<file path="src/rtl/apb_regfile_slave.sv">
// apb_regfile_slave: APB4 completer with a byte-strobed register file, fixed wait states and PSLVERR.
// Optional feature macro: APB_PROT_CHECK_EN (rejects unprivileged writes to the upper half of the map).

// One byte column of the register file: byte 'lane' of every register.
module apb_regfile_lane #(
   parameter int NUM_REGS = 16,
   parameter int IW       = 4
) (
   input  logic                     PCLK,
   input  logic                     PRESET,
   input  logic                     we,
   input  logic [IW-1:0]            idx,
   input  logic [7:0]               wbyte,
   output logic [NUM_REGS-1:0][7:0] q
);
   always_ff @(posedge PCLK) begin
      if (PRESET)  q      <= '0;
      else if (we) q[idx] <= wbyte;
   end
endmodule

module apb_regfile_slave #(
   parameter int                    ADDR_WIDTH  = 32,
   parameter int                    DATA_WIDTH  = 32,
   parameter int                    STRB_WIDTH  = DATA_WIDTH/8,
   parameter int                    NUM_REGS    = 16,
   parameter logic [ADDR_WIDTH-1:0] BASE_ADDR   = 32'h0000_4000,
   parameter int                    WAIT_STATES = 2,
   parameter logic [DATA_WIDTH-1:0] ID_VALUE    = 32'hA9B0_0001
) (
   input  logic                  PCLK,
   input  logic                  PRESET,
   input  logic                  PSEL,
   input  logic                  PENABLE,
   input  logic                  PWRITE,
   input  logic [ADDR_WIDTH-1:0] PADDR,
   input  logic [DATA_WIDTH-1:0] PWDATA,
   input  logic [STRB_WIDTH-1:0] PSTRB,
   input  logic [2:0]            PPROT,
   output logic                  PREADY,
   output logic [DATA_WIDTH-1:0] PRDATA,
   output logic                  PSLVERR,
   output logic [DATA_WIDTH-1:0] ctrl_out
);
   localparam int IW = $clog2(NUM_REGS);
   localparam int CW = (WAIT_STATES > 0) ? $clog2(WAIT_STATES + 1) : 1;

   typedef enum logic {IDLE, ACCESS} state_t;

   state_t                state;
   logic [CW-1:0]         cnt;
   logic [ADDR_WIDTH-1:0] offset;
   logic [IW-1:0]         idx;
   logic                  prot_err;
   logic                  err;
   logic                  wr_en;
   logic [DATA_WIDTH-1:0] rd_word;

   logic [STRB_WIDTH-1:0][NUM_REGS-1:0][7:0] lane_q;

   assign offset = PADDR - BASE_ADDR;
   assign idx    = offset[IW+1:2];

`ifdef APB_PROT_CHECK_EN
   logic [1:0] prot_unused;
   assign prot_unused = PPROT[2:1];
   assign prot_err    = PWRITE & ~PPROT[0] & (idx >= IW'(NUM_REGS/2));
`else
   logic prot_unused;
   assign prot_unused = ^PPROT;
   assign prot_err    = 1'b0;
`endif

   // Range check uses the full offset so that aliases of a valid index above the map still error.
   assign err = (PADDR < BASE_ADDR)
              | (offset >= ADDR_WIDTH'(4*NUM_REGS))
              | (PADDR[1:0] != 2'b00)
              | (PWRITE & (idx == '0))
              | (~PWRITE & (PSTRB != '0))
              | prot_err;

   assign PREADY  = (state == ACCESS) & PSEL & PENABLE & (cnt == '0);
   assign PSLVERR = PREADY & err;
   assign PRDATA  = (PREADY & ~PWRITE & ~err) ? ((idx == '0) ? ID_VALUE : rd_word) : '0;
   assign wr_en   = PREADY & PWRITE & ~err;

   always_ff @(posedge PCLK) begin
      if (PRESET) begin
         state <= IDLE;
         cnt   <= '0;
      end else begin
         case (state)
            IDLE: begin
               if (PSEL && !PENABLE) begin
                  state <= ACCESS;
                  cnt   <= CW'(WAIT_STATES);
               end
            end
            ACCESS: begin
               if (!PSEL || PREADY) state <= IDLE;
               else if (cnt != '0)  cnt   <= cnt - CW'(1);
            end
            default: state <= IDLE;
         endcase
      end
   end

   for (genvar b = 0; b < STRB_WIDTH; b++) begin : g_lane
      apb_regfile_lane #(.NUM_REGS(NUM_REGS), .IW(IW)) u_lane (
         .PCLK  (PCLK),
         .PRESET(PRESET),
         .we    (wr_en & PSTRB[b]),
         .idx   (idx),
         .wbyte (PWDATA[8*b +: 8]),
         .q     (lane_q[b])
      );
      assign rd_word[8*b +: 8]  = lane_q[b][idx];
      assign ctrl_out[8*b +: 8] = lane_q[b][1];
   end
endmodule

</file>
<file path="config.mk">
export PLATFORM = sky130hd
export DESIGN_NAME = apb_regfile_slave
export DESIGN_NICKNAME = d
export VERILOG_FILES = /design/src/rtl/apb_regfile_slave.sv
export SDC_FILE = /design/constraint.sdc
export NUM_CORES = 1
export LEC_CHECK = 0
export ABC_AREA = 1
export CAP_MARGIN = 20
export CORE_MARGIN = 2
export CORE_UTILIZATION = 30
export DETAILED_ROUTE_END_ITERATION = 7
export GPL_TIMING_DRIVEN = 0
export SETUP_SLACK_MARGIN = 0.15
export SKIP_CTS_REPAIR_TIMING = 1
export SLEW_MARGIN = 30
export SYNTH_ARGS = -nofsm -noshare
export SYNTH_HDL_FRONTEND = slang
export SYNTH_SLANG_ARGS = --single-unit
export TNS_END_PERCENT = 5
</file>
<file path="constraint.sdc">
create_clock -name PCLK -period 6.2 [get_ports PCLK]
set_input_delay 1.24 -clock PCLK [delete_from_list [all_inputs] [get_ports PCLK]]
set_output_delay 1.24 -clock PCLK [all_outputs]
set_load 0.005 [all_outputs]
</file>
Run 1, the metal 1 layer:
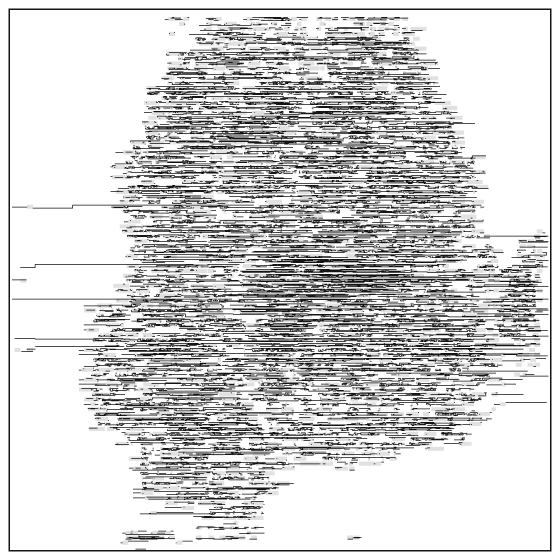
longest straight run: 103 um
wire length on this layer: 40.2 mm
DR vias: 25100
met1 GRT Util: 26.6%

Run 1, met2 routing:
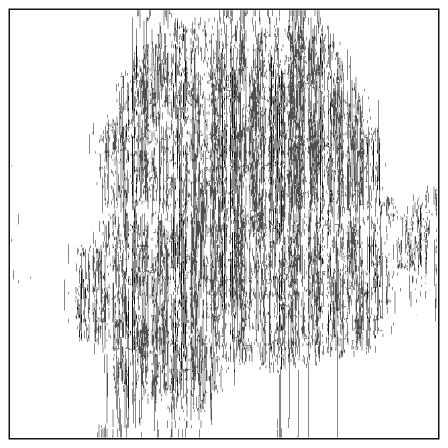
main direction: vertical
nets with wire on the layer: 3065

==> reports/metrics.yaml, run 1 <==
worst_setup_path:
  cp-end-kind: "output pin"
  r2r-end: "g_lane[3].u_lane.q[124]$_SDFFE_PP0P_"
  crit_fanout: 10
  path_class: "in2out"
  cp.buffers_inverters: 5
  max_stage_delay_ps: 810
  crit_arrival_ps: 4900
  cp_top_family: "buffers and inverters"
  critPathSlowestCell: "clkbuf_1"
  worstReg2RegStart: "cnt[0]$_SDFFE_PP0P_"
  required_ps: 4960
  regToRegSetupSlack_ps: 3320
  cpMostUsedCell: "clkbuf_1"
  crit_chain: "buf_2 > nor2_2 > clkinv_1 > clkbuf_1 > clkbuf_1 > o22ai_1 > o21ai_0 > nand3_1 > a211oi_1 > nor2_1 > clkdlybuf4s50_1"
  reg2reg_depth: 11
  crit_path_start_kind: "input port"
pwr:
  power_switching_uw: 1810
  power.internal_uw: 5430
  comb_power_share_pct: 6.1
  swShare_pct: 25.0
  seq_power_share_pct: 45.2
  p_per_area_nw_per_um2: 237
  ir_worst_vdd_uv: 204
  leakagePower_uw: 0.0151
  clockPowerShare_pct: 48.8
synth:
  synth-async-reset-ratio_pct: 0
  ys_warn_count: 0
  yosys.cell_count.top_type: "nor2_1"
  ys_seq_share_pct: 39.5
  synth.avg_cell_area_um2: 6.58
  top_cell_area_share_pct: 39.5
  postSynthCellCount: 3921
  compound_area_share_pct: 8.91
  synth_flops: 509
  synth-simple-area-share_pct: 37.1
  synth.distinct_cells: 38
  xor_share_pct: 0.0339
  muxShareOfSynthArea_pct: 0
  edf_count: 0
  yosys.area.top_type: "dfxtp_1"
  topCombFamilyByArea: "simple AND/OR/NAND/NOR gates"
  syn_area_um2: 25800
  synth_top_flop_cell: "dfxtp_1"
  top_cells_by_area: "dfxtp_1, nor2_1, nand2_1, inv_1, o22ai_1"
  adder_share_pct: 0.0485
  synthTopCellsByCount: "nor2_1, nand2_1, inv_1"
  fp_nets: 3998
  ys_cells: 3921
  ys_area_um2: 25800
job:
  warnings: 30
  cap_violations: 0
cells_and_area:
  drive_gt1_share_pct: 7.73
  syn_to_final_growth_pct: 18.6
  stdcell_area_um2: 30600
  layout.cells.non_filler: 5298
  nets: 4189
min_path:
  whs_path_depth: 2
  hold_path.class: "reg2reg"
  min_to: "g_lane[3].u_lane.q[3]$_SDFFE_PP0P_"
  hold_path.startpoint: "g_lane[3].u_lane.q[3]$_SDFFE_PP0P_"
timing:
  skew_ps: 20.3
  period_used_pct: 99.0
  fin_crit_ps: 6140
  max-slew-margin-rel_pct: 19.8
  tightest_slew_ps: 1200
  finalSetupViolations: 0
  fmax_ghz: 0.163
  finalHoldViolCount: 0
  worst_hold_slack_ps: 424
  report.final.slew_viol_count: 0
  rsz0062_at_grt: "yes"
cts:
  cts_tree: "done"
  cts.sink_count: 509
  cts_buffers: 56
  clk_pin_slew_ps: 60
  cts-root-buf: "clkbuf_16"
  htreeDepth: 2
  cts.path.max_buffers: 3
  clkLatencyLatePin_ps: 630
routing:
  ant_nets: 0
  drc: 0
  first_pass_iters: 6
  viasPerCell: 4.74
  first_iter_violations: 2224
  drt-wirelength-per-cell_um: 18.1
placement:
  globalplace.congestion: 0.946
  dpl.hpwl_um: 69600
  dp_cells: 5196
  dpl_cell_area_um2: 28600
  port_buffers: 131
run_status:
  outcome: "complete, no violations"
global_route:
  grt_pass1_vias: 23100
  overflow: 0
  grtUsageTotal_pct: 21.0
  antenna_found_initial: 5
  grt_max_degree: 16
  grt_first_pass_wirelength_um: 143000
floorplan:
  fp.dieH_um: 297
  chip_area_um2: 88400
  ioPinCount: 142
  fp-utilization_pct: 30.3
  rows: 107
  die_x_um: 297
  core_area_um2: 85300
Run 1, the metal 4 layer:
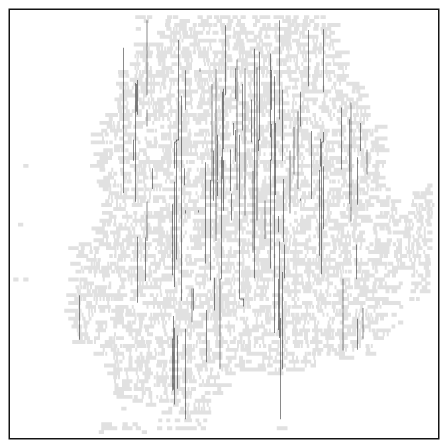
nets with wire on the layer: 59
main direction: vertical
routed wire length: 95800 um

[run 1: tightest hold or removal path, delay by kind of cell, from the launching register on]
| family | cells | cell delay, ps |
|---|---|---|
| buffers and inverters | 1 | 40 |
| flip-flops | 1 | 310 |
| AND/OR/NAND/NOR | 1 | 30 |
[run 1: per-layer routing]
layer	part of all wire (%)	vias to the layer above	track usage (%)
li1	-	12300	-
met3	8.1	221	4.01
met2	45	970	34.6
met4	4.8	4	9.44
met5	0.024	-	0
met1	42	11600	26.6
[run 1: per-stage QoR]
step | setup WS [ps] | power [uW] | utilization, % | TNS (ps)
2_1_floorplan | 1990 | 3530 | - | 0
3_3_place_gp | -943 | 3770 | 33.5 | -15750
3_5_place_dp | -624 | 3770 | 33.5 | -9530
4_1_cts | -622 | 7260 | 35.7 | -9430
5_1_grt | 9.08 | 7400 | 35.9 | 0
6_report | 60.4 | 7240 | 35.9 | 0
[run 1: state kept, by name (all words and copies together) (netlist names)]
register / cells
g_lane.u_lane.q: 506
cnt: 2
state: 1
[run 1: power by group through the flow]
stage / Sequential, uW / Combinational (uW) / Clock, uW
final: 3270 / 440 / 3530
after detailed placement: 3340 / 426 / 0
after global placement: 3340 / 425 / 0
after floorplan: 3340 / 183 / 0
after CTS: 3270 / 427 / 3570
after global routing: 3270 / 452 / 3680
[run 1: final cells by class]
type                            count  area [um2]
Sequential cell                   509       10200
Fill cell                        9131       54700
Multi-Input combinational cell   2599       12000
Buffer                            273        1720
Clock inverter                     17         275
Timing Repair Buffer              133        1330
Tap cell                         1144        1430
Inverter                          540        2030
Antenna cell                        1        2.50
Clock buffer                       82        1640
[run 1: cell usage in the layout (no fill, tap or decap), types with 24 or more instances in the layout]
cell             instances
o21ai_0                127
inv_1                  538
nand4_4                 58
buf_4                   42
buf_6                   54
clkbuf_16               56
clkdlybuf4s50_1        131
nand2_1               1018
dfxtp_1                509
o22ai_1                240
nor2_1                1038
nand4_1                 24
clkbuf_1               139
[run 1: cells by family after synthesis]
group | count (synthesis)
flip-flops | 509
AND/OR/NAND/NOR | 2203
adder cells (fa/ha/maj) | 1
buffers and inverters | 813
AND-OR/OR-AND | 394
XOR/XNOR | 1
[run 1: worst max path at each step]
stage / startpoint / endpoint / depth (start not counted)
3_3_place_gp: PADDR[3] / PRDATA[15] / 9
5_1_grt: PADDR[2] / PRDATA[1] / 11
2_1_floorplan: PSTRB[1] / PRDATA[10] / 14
3_5_place_dp: PADDR[3] / PRDATA[15] / 9
4_1_cts: PADDR[3] / PRDATA[15] / 9
6_report: PADDR[3] / PRDATA[27] / 11
Run 1, cell area per tile:
The bar under the picture is 100 um long. 30 x 30 tiles, from dark blue (low) to red (high), 0 to 100% covered.
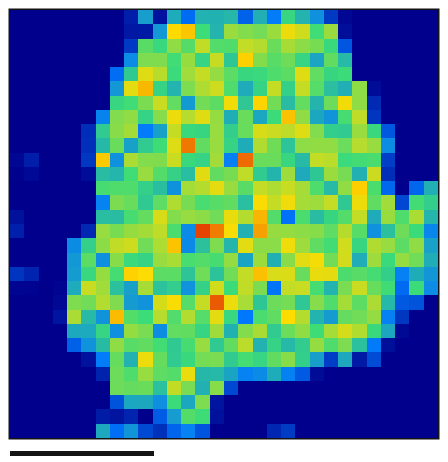

--- run 2 (diff from run 1) ---
--- a/config.mk
+++ b/config.mk
@@ -12,9 +12,7 @@
 export DETAILED_ROUTE_END_ITERATION = 7
 export GPL_TIMING_DRIVEN = 0
 export SETUP_SLACK_MARGIN = 0.15
-export SKIP_CTS_REPAIR_TIMING = 1
 export SLEW_MARGIN = 30
 export SYNTH_ARGS = -nofsm -noshare
 export SYNTH_HDL_FRONTEND = slang
 export SYNTH_SLANG_ARGS = --single-unit
-export TNS_END_PERCENT = 5
Run 2, cell area per tile:
The bar under the picture is 100 um long. 30 x 30 tiles, from dark blue (low) to red (high), 0 to 100% covered.
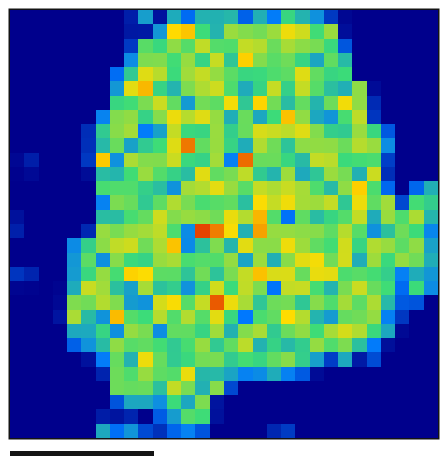
nearly empty tiles: 33%
emptiest ninth of the die: top left
fullest tile: 93%
mean over tiles: 33%

==> run 2 against run 1 <==
Against the previous run: synthesized cell count unchanged; global-route usage about the same; first-iteration DRC count increased by 4.7%; sequential power about the same; power about the same; final area about the same; synthesized area unchanged; sequential share of layout area about the same; final cell count about the same; register-to-register slack about the same; critical endpoint is now PRDATA[10]; highest routed layer unchanged.
==> reports/metrics.yaml, run 2 <==
pwr:
  ir_worst_vdd_uv: 203  # -0.64%
  comb_power_share_pct: 6.1  # about the same
  p_per_area_nw_per_um2: 237  # about the same
  clockPowerShare_pct: 48.8  # about the same
  seq_power_share_pct: 45.2  # about the same
  power_switching_uw: 1810  # about the same
job:
  warnings: 30  # unchanged
synth:
  top_cell_area_share_pct: 39.5  # unchanged
  yosys.cell_count.top_type: "nor2_1"
  topCombFamilyByArea: "simple AND/OR/NAND/NOR gates"
  top_cells_by_area: "dfxtp_1, nor2_1, nand2_1, inv_1, o22ai_1"
  synth.distinct_cells: 38  # unchanged
  syn_area_um2: 25800  # unchanged
  yosys.area.top_type: "dfxtp_1"
  postSynthCellCount: 3921  # unchanged
  adder_share_pct: 0.0485  # unchanged
  synth_flops: 509  # unchanged
  ys_seq_share_pct: 39.5  # unchanged
  xor_share_pct: 0.0339  # unchanged
  synth-simple-area-share_pct: 37.1  # unchanged
  ys_area_um2: 25800  # unchanged
  muxShareOfSynthArea_pct: 0  # unchanged
  edf_count: 0  # unchanged
  synthTopCellsByCount: "nor2_1, nand2_1, inv_1"
cells_and_area:
  syn_to_final_growth_pct: 18.6  # about the same
  comb_area_um2: 12000  # unchanged
  drive_gt1_share_pct: 7.78  # +0.048 points
  largest_register_ffs: 506  # unchanged
  nets: 4189  # unchanged
  largest-register: "g_lane.u_lane.q"
  layout_top_cells: "nor2_1, nand2_1, inv_1"
  ff_latch_area_um2: 10200  # unchanged
  layout.cells.most_common: "nor2_1"
global_route:
  grtUsageTotal_pct: 21.0  # about the same
  grt_max_degree: 16  # unchanged
  busiest_layer: "met2"
  met1_usage_pct: 26.7  # +0.041 points
  antenna_found_initial: 6  # +1
timing:
  worst_hold_slack_ps: 425  # +0.344 ps
  tightest_slew_ps: 1180  # -20.4 ps
  finalSetupViolations: 0  # unchanged
  max-slew-margin-rel_pct: 21.1  # +1.4 points
  fin_tns_setup_ps: 0  # unchanged
  rsz0062_at_grt: "no"
  report.final.slew_viol_count: 0  # unchanged
worst_setup_path:
  cp-end-kind: "output pin"
  crit_path_start_kind: "input port"
  worstReg2RegStart: "cnt[0]$_SDFFE_PP0P_"
  reg2reg_depth: 11  # unchanged
  crit_arrival_ps: 4770  # -130 ps
  regToRegSetupSlack_ps: 3330  # about the same
  r2r-end: "g_lane[3].u_lane.q[124]$_SDFFE_PP0P_"
  crit_start: "PADDR[3]"
floorplan:
  fp-utilization_pct: 30.3  # unchanged
  fp.dieH_um: 297  # unchanged
  core_area_um2: 85300  # unchanged
  chip_area_um2: 88400  # unchanged
min_path:
  hold_path.class: "reg2reg"
routing:
  first_iter_violations: 2328  # +4.7%
  viasPerCell: 4.76  # +0.28%
  first_pass_iters: 5  # -1
  drt-wirelength-per-cell_um: 18.1  # +0.17%
cts:
  cts.path.max_buffers: 3  # unchanged
  clkLatencyLatePin_ps: 630  # about the same
  cts-root-buf: "clkbuf_16"
placement:
  globalplace.congestion: 0.946  # unchanged
  port_buffers: 131  # unchanged
  dpl.hpwl_um: 69600  # unchanged
run_status:
  outcome: "complete, no violations"
Run 2, the metal 4 layer:
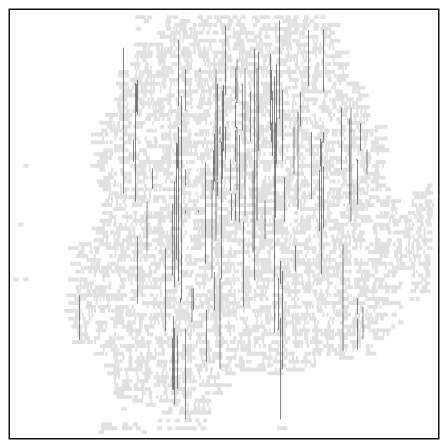
share of all routed wire: 4.8%
nets with wire on the layer: 60
main direction: vertical
longest straight run: 178 um

## run 2: cell counts after synthesis
Identical to the previous run, type by type.
## run 2: worst max-delay path, cell delays in order
cell             delay [ps]
buf_2                   220
nor2_2                  500
clkinv_1                370
clkbuf_1                330
clkbuf_1                420
o22ai_1                 270
o21ai_0                 220
nand4_1                 250
nor3b_1                 350
clkdlybuf4s50_1         580
## run 2: per-layer routing
layer  wire length (um)  up-vias
met1              40000    11700
met5                 41        -
li1                   -    12300
met4               4590        6
met3               7870      221
met2              43500      956
## run 2: logic make-up after synthesis
| family | after synthesis |
|---|---|
| simple gates | 2203 |
| fa+ha+maj | 1 |
| xor+xnor | 1 |
| flops | 509 |
| compound gates | 394 |
| buf+inv | 813 |
## run 2: power by group through the flow
| stage | Clock (uW) | Combinational (uW) | Sequential, uW |
|---|---|---|---|
| floorplan | 0 | 183 | 3340 |
| global placement | 0 | 425 | 3340 |
| detailed placement | 0 | 426 | 3340 |
| CTS | 3570 | 428 | 3270 |
| global route | 3680 | 452 | 3270 |
| finish | 3530 | 440 | 3270 |
## run 2: worst min path at each step
stage                                                   from                                  to  slack [ps]
after floorplan           g_lane[2].u_lane.q[4]$_SDFFE_PP0P_  g_lane[2].u_lane.q[4]$_SDFFE_PP0P_         400
after global placement    g_lane[3].u_lane.q[3]$_SDFFE_PP0P_  g_lane[3].u_lane.q[3]$_SDFFE_PP0P_         410
after detailed placement  g_lane[3].u_lane.q[3]$_SDFFE_PP0P_  g_lane[3].u_lane.q[3]$_SDFFE_PP0P_         410
after CTS                 g_lane[3].u_lane.q[3]$_SDFFE_PP0P_  g_lane[3].u_lane.q[3]$_SDFFE_PP0P_         420
after global routing      g_lane[3].u_lane.q[3]$_SDFFE_PP0P_  g_lane[3].u_lane.q[3]$_SDFFE_PP0P_         440
final                     g_lane[3].u_lane.q[3]$_SDFFE_PP0P_  g_lane[3].u_lane.q[3]$_SDFFE_PP0P_         420
## run 2: repair_timing
action / CTS / global route
resized: 17 / 20
buffers inserted: 0 / 1
pin swaps: 0 / 1
endpoints found under the setup margin: 26 / 24
## run 2: final cells by class
cell class | instances | area share, %
Timing Repair Buffer | 133 | 4.34
Clock buffer | 82 | 5.35
Tap cell | 1144 | 4.68
Antenna cell | 2 | 0.0163
Buffer | 273 | 5.64
Inverter | 540 | 6.62
Multi-Input combinational cell | 2599 | 39.2
Clock inverter | 17 | 0.899
Sequential cell | 509 | 33.3
## run 2: per-stage QoR
step,cells,util (%),area [um2],power (uW)
after floorplan,3921,-,25800,3530
after global placement,5196,33.5,28600,3770
after detailed placement,5196,33.5,28600,3770
after CTS,5295,35.8,30500,7270
after global routing,5297,35.9,30600,7400
final,5299,35.9,30600,7240
No activity file was given, so power comes from the tool's default toggle rates.
